**config.mk**
```make
export PLATFORM = sky130hd
export DESIGN_NAME = seq_alu
export DESIGN_NICKNAME = d
export VERILOG_FILES = /design/src/rtl/seq_alu.sv
export SDC_FILE = /design/constraint.sdc
export NUM_CORES = 1
export LEC_CHECK = 0
export CORE_AREA = 5 5 126 128
export DETAILED_ROUTE_END_ITERATION = 7
export DIE_AREA = 0 0 131 133
export PLACE_DENSITY = 0.5
export SKIP_LAST_GASP = 1
export SYNTH_ARGS = -nofsm -noshare
export SYNTH_HDL_FRONTEND = slang
export SYNTH_SLANG_ARGS = --single-unit
```
**constraint.sdc**
```tcl
create_clock -name CLK -period 6.2 [get_ports CLK]
set_clock_uncertainty 0.1 [all_clocks]
set_input_delay 0.93 -clock CLK [delete_from_list [all_inputs] [get_ports CLK]]
set_output_delay 0.93 -clock CLK [all_outputs]
set_load 0.02 [all_outputs]
```
**src/rtl/seq_alu.sv**
```systemverilog
// seq_alu: 8-bit execute unit. Logic/add ops finish in one cycle; shifts and
// multiply iterate one bit per cycle in RUN and report completion with DONE.
module seq_alu #(
  parameter int WIDTH = 8
) (
  input  logic             CLK,
  input  logic             RESET_N,
  input  logic             START,
  input  logic [2:0]       OP,
  input  logic [WIDTH-1:0] rs,
  input  logic [WIDTH-1:0] rt,
  output logic             BUSY,
  output logic             DONE,
  output logic [WIDTH-1:0] RESULT,
  output logic             CARRY,
  output logic             ZERO
);

  localparam int unsigned W       = WIDTH;
  localparam int unsigned SHAMT_W = 3;
  localparam int unsigned CNT_W   = $clog2(WIDTH + 1);

  localparam logic [2:0] OP_ADD  = 3'b000;
  localparam logic [2:0] OP_SUB  = 3'b001;
  localparam logic [2:0] OP_AND  = 3'b010;
  localparam logic [2:0] OP_XOR  = 3'b011;
  localparam logic [2:0] OP_SLL  = 3'b100;
  localparam logic [2:0] OP_SRL  = 3'b101;
  localparam logic [2:0] OP_MUL  = 3'b110;
  localparam logic [2:0] OP_SLTU = 3'b111;

  typedef enum logic {S_IDLE, S_RUN} state_t;

  state_t           state_q, state_d;
  logic [2:0]       op_q, op_d;
  logic [W-1:0]     sh_q, sh_d;
  logic [2*W-1:0]   mcand_q, mcand_d;
  logic [W-1:0]     mplier_q, mplier_d;
  logic [2*W-1:0]   prod_q, prod_d;
  logic [CNT_W-1:0] cnt_q, cnt_d;
  logic             busy_d, done_d, carry_d, zero_d;
  logic [W-1:0]     result_d;

  logic [W:0]       sum;
  logic             fin, fin_carry, sh_out;
  logic [W-1:0]     fin_res, sh_next;
  logic [2*W-1:0]   prod_next;

  // Register stage: FSM state, iteration datapath and registered outputs.
  always_ff @(posedge CLK) begin
    if (!RESET_N) begin
      state_q  <= S_IDLE;
      op_q     <= '0;
      sh_q     <= '0;
      mcand_q  <= '0;
      mplier_q <= '0;
      prod_q   <= '0;
      cnt_q    <= '0;
      BUSY     <= 1'b0;
      DONE     <= 1'b0;
      RESULT   <= '0;
      CARRY    <= 1'b0;
      ZERO     <= 1'b0;
    end else begin
      state_q  <= state_d;
      op_q     <= op_d;
      sh_q     <= sh_d;
      mcand_q  <= mcand_d;
      mplier_q <= mplier_d;
      prod_q   <= prod_d;
      cnt_q    <= cnt_d;
      BUSY     <= busy_d;
      DONE     <= done_d;
      RESULT   <= result_d;
      CARRY    <= carry_d;
      ZERO     <= zero_d;
    end
  end

  // Next-state, iteration step and completion values.
  always_comb begin
    state_d   = state_q;
    op_d      = op_q;
    sh_d      = sh_q;
    mcand_d   = mcand_q;
    mplier_d  = mplier_q;
    prod_d    = prod_q;
    cnt_d     = cnt_q;
    done_d    = 1'b0;
    result_d  = RESULT;
    carry_d   = CARRY;
    zero_d    = ZERO;
    sum       = '0;
    fin       = 1'b0;
    fin_res   = '0;
    fin_carry = 1'b0;
    sh_next   = sh_q;
    sh_out    = 1'b0;
    prod_next = prod_q;

    case (state_q)
      S_IDLE: begin
        if (START) begin
          op_d     = OP;
          sh_d     = rs;
          mcand_d  = {{W{1'b0}}, rs};
          mplier_d = rt;
          prod_d   = '0;
          cnt_d    = CNT_W'(rt[SHAMT_W-1:0]);
          case (OP)
            OP_ADD: begin
              sum       = {1'b0, rs} + {1'b0, rt};
              fin       = 1'b1;
              fin_res   = sum[W-1:0];
              fin_carry = sum[W];
            end
            OP_SUB: begin
              // Carry out of rs + ~rt + 1 is the inverted borrow.
              sum       = {1'b0, rs} + {1'b0, ~rt} + {{W{1'b0}}, 1'b1};
              fin       = 1'b1;
              fin_res   = sum[W-1:0];
              fin_carry = sum[W];
            end
            OP_AND: begin
              fin     = 1'b1;
              fin_res = rs & rt;
            end
            OP_XOR: begin
              fin     = 1'b1;
              fin_res = rs ^ rt;
            end
            OP_SLL, OP_SRL: begin
              // A zero shift amount completes immediately with rs unchanged.
              if (rt[SHAMT_W-1:0] == '0) begin
                fin     = 1'b1;
                fin_res = rs;
              end else begin
                state_d = S_RUN;
              end
            end
            OP_MUL: begin
              cnt_d   = CNT_W'(W);
              state_d = S_RUN;
            end
            OP_SLTU: begin
              fin     = 1'b1;
              fin_res = (rs < rt) ? W'(1) : '0;
            end
          endcase
        end
      end
      S_RUN: begin
        cnt_d = cnt_q - CNT_W'(1);
        case (op_q)
          OP_SLL: begin
            sh_next = {sh_q[W-2:0], 1'b0};
            sh_out  = sh_q[W-1];
          end
          OP_SRL: begin
            sh_next = {1'b0, sh_q[W-1:1]};
            sh_out  = sh_q[0];
          end
          default: begin
            prod_next = mplier_q[0] ? (prod_q + mcand_q) : prod_q;
          end
        endcase
        sh_d     = sh_next;
        prod_d   = prod_next;
        mcand_d  = {mcand_q[2*W-2:0], 1'b0};
        mplier_d = {1'b0, mplier_q[W-1:1]};
        if (cnt_q == CNT_W'(1)) begin
          state_d = S_IDLE;
          fin     = 1'b1;
          if (op_q == OP_MUL) begin
            fin_res   = prod_next[W-1:0];
            fin_carry = |prod_next[2*W-1:W];
          end else begin
            fin_res   = sh_next;
            fin_carry = sh_out;
          end
        end
      end
    endcase

    if (fin) begin
      done_d   = 1'b1;
      result_d = fin_res;
      carry_d  = fin_carry;
      zero_d   = (fin_res == '0);
    end
    busy_d = (state_d == S_RUN);
  end

endmodule

```
==> impl_metrics.tcl <==
# implementation run metrics
set metrics [dict create \
    status "finished clean" \
    setup_violations 0 \
    startpoint "rs[0]" \
    power_density_nw_per_um2 220 \
    nNetsFinal 704 \
    p_comb_share_pct 20.2 \
    stdcell_area_um2 5730 \
    synth-seq-cells 67 \
    ff_type "dfxtp_1" \
    rsz0062_at_grt "false" \
    critical_path.cell_chain "clkdlybuf4s50_1, inv_1, ha_1, inv_1, fa_1, a21o_1, a21oi_1, mux2i_1, xnor2_1, a222oi_1, o2bb2ai_1, nor4b_2, nand4_1, o31ai_1" \
    dp_hpwl_um 10400 \
    fin_crit_ns 3.73 \
    grt_pass1_vias 4164 \
    nFillCells 1509 \
    p_int_mw 0.876 \
    hp-start "RESULT[5]$_SDFFE_PN0P_" \
    path_max_fanout 5 \
    ff_latch_area_um2 1340 \
    cts_setup_buffers 0 \
    die_w_um 131 \
    hp-class "flip-flop to flip-flop" \
    max_stage_delay_ns 0.54 \
    gp_congestion 0.841 \
    slew-limit-headroom_pct 45.7 \
    ys_cells 633 \
    yosys.area.top_type "dfxtp_1" \
    synth.distinct_cells 71 \
    switching_share_pct 30.5 \
    reg2reg_from "op_q[1]$_SDFFE_PN0P_" \
    yosysTopAreaCellShare_pct 26.9 \
    p_sw_mw 0.385 \
    finalNonFillerCells 839 \
    via_per_inst 5.36 \
    row_count 45 \
    finalSetupTns_ns 0 \
    syn_area_per_cell_um2 7.87 \
    synthArstFlopShare_pct 0 \
    cts-htree-levels 3 \
    layout_setup_ws_ns 2.47 \
    fp_util_pct 33.8 \
    port_buffers 33 \
    final_max_slew_viol_count 0 \
    ctsLongestPathBuffers 2 \
    dp_slack_ns 2.10 \
    post-route-period-util_pct 60.1 \
    grt.overflow.total 0 \
    ant_nets 0 \
    cts_hold_buf 0 \
    power.share.clock_pct 41.7 \
    ys_area_um2 4980 \
    ctsResizeCount 0 \
    synthTopCellsByCount "67 x a21oi_1, 67 x dfxtp_1, 55 x nand2_1" \
    top_cells_by_area "dfxtp_1 27%, ha_1 8.3%, a21oi_1 6.7%, mux2i_1 5.4%, o21ai_0 4.9%" \
    vdd_ir_drop_max_v 0.000135 \
    drive_above_1_share_pct 7.37 \
    cp_slowest_cell "clkdlybuf4s50_1" \
    crit_type "primary input to flip-flop" \
    timing.final.hold_violations 0 \
    place_area_um2 5430 \
    grt_pass1_wl_um 22900 \
    worstPathArrival_ns 3.90 \
    drv_cap 0 \
    synth-edff-count 0 \
    n_antenna_cell 0 \
    yosysWarnings 0 \
    ys_seq_share_pct 26.9 \
]
critical path: cells and delay by family:
kind	cells	cell delay (ns)
compound gates	5	1.02
xor+xnor	1	0.18
fa+ha+maj	2	0.55
buf+inv	3	0.71
mux	1	0.10
simple gates	2	0.41
routing by layer:
layer	track usage [%]	wire (µm)	vias to the layer above
li1	-	-	2309
met1	23.0	6700	2106
met2	26.6	6650	63
met3	3.19	563	20
met4	5.54	276	0
met5	0	0	-
cell usage in the layout (no fill, tap or decap), types with 3 or more instances in the layout:
master           Yosys  layout
nor2_1              46      46
o2bb2ai_1            3       3
and2_1               9       9
ha_1                33      33
nand2_1             55      55
o221ai_1             3       3
and3_1               4       4
nor2b_1             26      26
nand4_1              4       4
buf_4                2       5
xnor2_1              7       7
nand3_1              6       6
xor2_1               6       6
nor3b_1             20      20
dfxtp_1             67      66
a31oi_1              7       7
a21oi_1             67      67
mux2_2              10      10
clkbuf_16            0       9
inv_1               28      28
a211oi_1             9       9
o21ai_0             49      49
a21o_1               8       8
o21bai_1             3       3
fa_1                 3       3
nor3_1              15      15
or3_1                3       3
a22o_1               3       3
nand2b_1             8       8
a22oi_1              5       5
a21boi_0             8       8
o21a_1              10      10
mux2i_1             27      27
clkdlybuf4s50_1      0      31
logic make-up after synthesis:
family	synth area share, %
adders and majority gates	9.49
buffers and inverters	5.10
and+or+nand+nor	22.7
DFF	26.9
AOI/OAI and AO/OA	25.4
xor gates and xnor gates	2.28
muxes	8.13
per-stage QoR:
stage / util [%] / power, mW / hold WS, ns
floorplan: - / 0.659 / 0.360
global placement: 36.8 / 0.743 / 0.369
detailed placement: 36.8 / 0.745 / 0.371
CTS: 38.9 / 1.28 / 0.380
global route: 38.9 / 1.33 / 0.392
finish: 38.9 / 1.26 / 0.373
flip-flops by register name, summed over array words and instances, names as in the netlist:
name	flops
cnt_q	4
DONE	1
state_q	1
ZERO	1
CARRY	1
mplier_q	8
sh_q	8
mcand_q	16
prod_q	16
RESULT	8
op_q	3
final timing paths:
kind / endpoint / slack, ns / depth (start not counted)
max: ZERO$_SDFFE_PN0P_ / 2.47 / 14
min: RESULT[5]$_SDFFE_PN0P_ / 0.37 / 2
max reg2reg: ZERO$_SDFFE_PN0P_ / 3.26 / 8
min reg2reg: RESULT[5]$_SDFFE_PN0P_ / 0.37 / 2
layout make-up:
type                       instances  share of cell area (%)
clock inverter                     7                    1.33
sequential                        67                    23.4
clock buffer                       9                    3.93
multi-input combinational        502                    59.1
inverter                          28                    1.83
timing repair buffer              38                    6.24
tap                              188                    4.10
power groups by stage:
stage	Clock [mW]	Sequential (mW)	Combinational (mW)
floorplan	0	0.485	0.174
global placement	0	0.491	0.252
finish	0.525	0.481	0.254
detailed placement	0	0.491	0.254
global route	0.561	0.486	0.285
CTS	0.543	0.482	0.255
Figure 1. Met4 routing.
The bar under the picture is 50 µm long. Cells faint in the background.
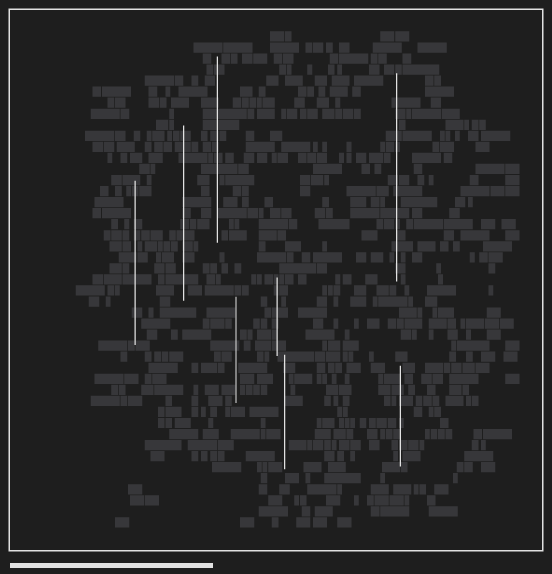
nets with wire on the layer: 5
longest straight run: 51.0 µm
share of all routed wire: 2.0%
wire length on this layer: 277 µm
main direction: vertical

Figure 2. Clock routing.
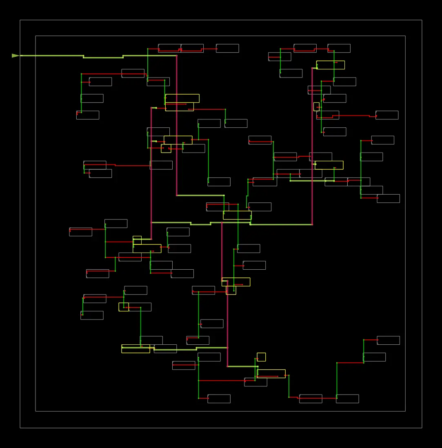
Sink Count: 67
number of buffers created by CTS: 9
Latency at later pin: 0.35 ns
flop count: 67

Figure 3. The metal 2 layer.
Cells faint in the background.
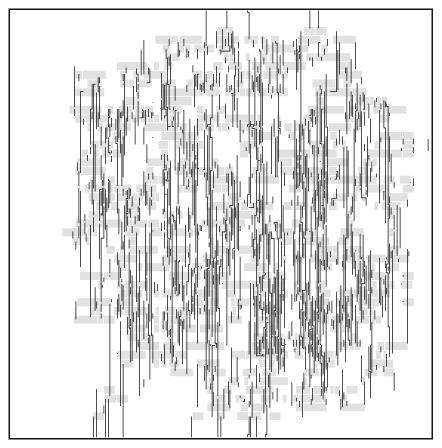
share of all routed wire: 47%
wire length on this layer: 6650 µm
nets with wire on the layer: 558
main direction: vertical
met2 Resource Use GR: 26.6%
final wirelength: 14200 µm
Vias: 4498

Figure 4. Metal layers overlaid.
Only two layers are drawn.
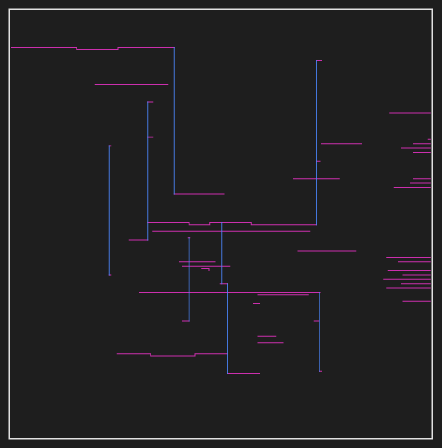
| color | layer | wire length |
|---|---|---|
| blue | metal 4 | 277 µm |
| magenta | metal 3 | 563 µm |
WL per Instance: 16.9 µm
Tot GR Track Use: 16.9%

Figure 5. Sizing map.
The bar under the picture is 50 µm long.
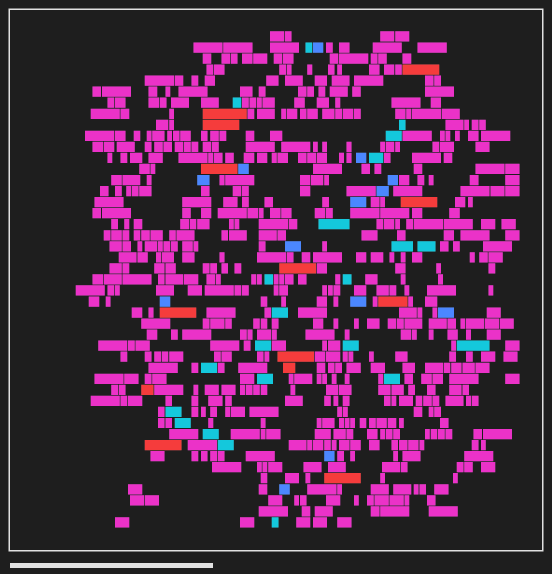
| color | size | cells | share | most used |
|---|---|---|---|---|
| blue | _3 and _4 cells | 13 | 2.0% | buf_4 |
| red | _6 and larger | 13 | 2.0% | clkbuf_16 |
| magenta | _0 and _1 cells | 603 | 93% | a21oi_1 |
| cyan | _2 cells | 22 | 3.4% | mux2_2 |

Power figures rest on the tool's default switching activity, not on a simulated workload.
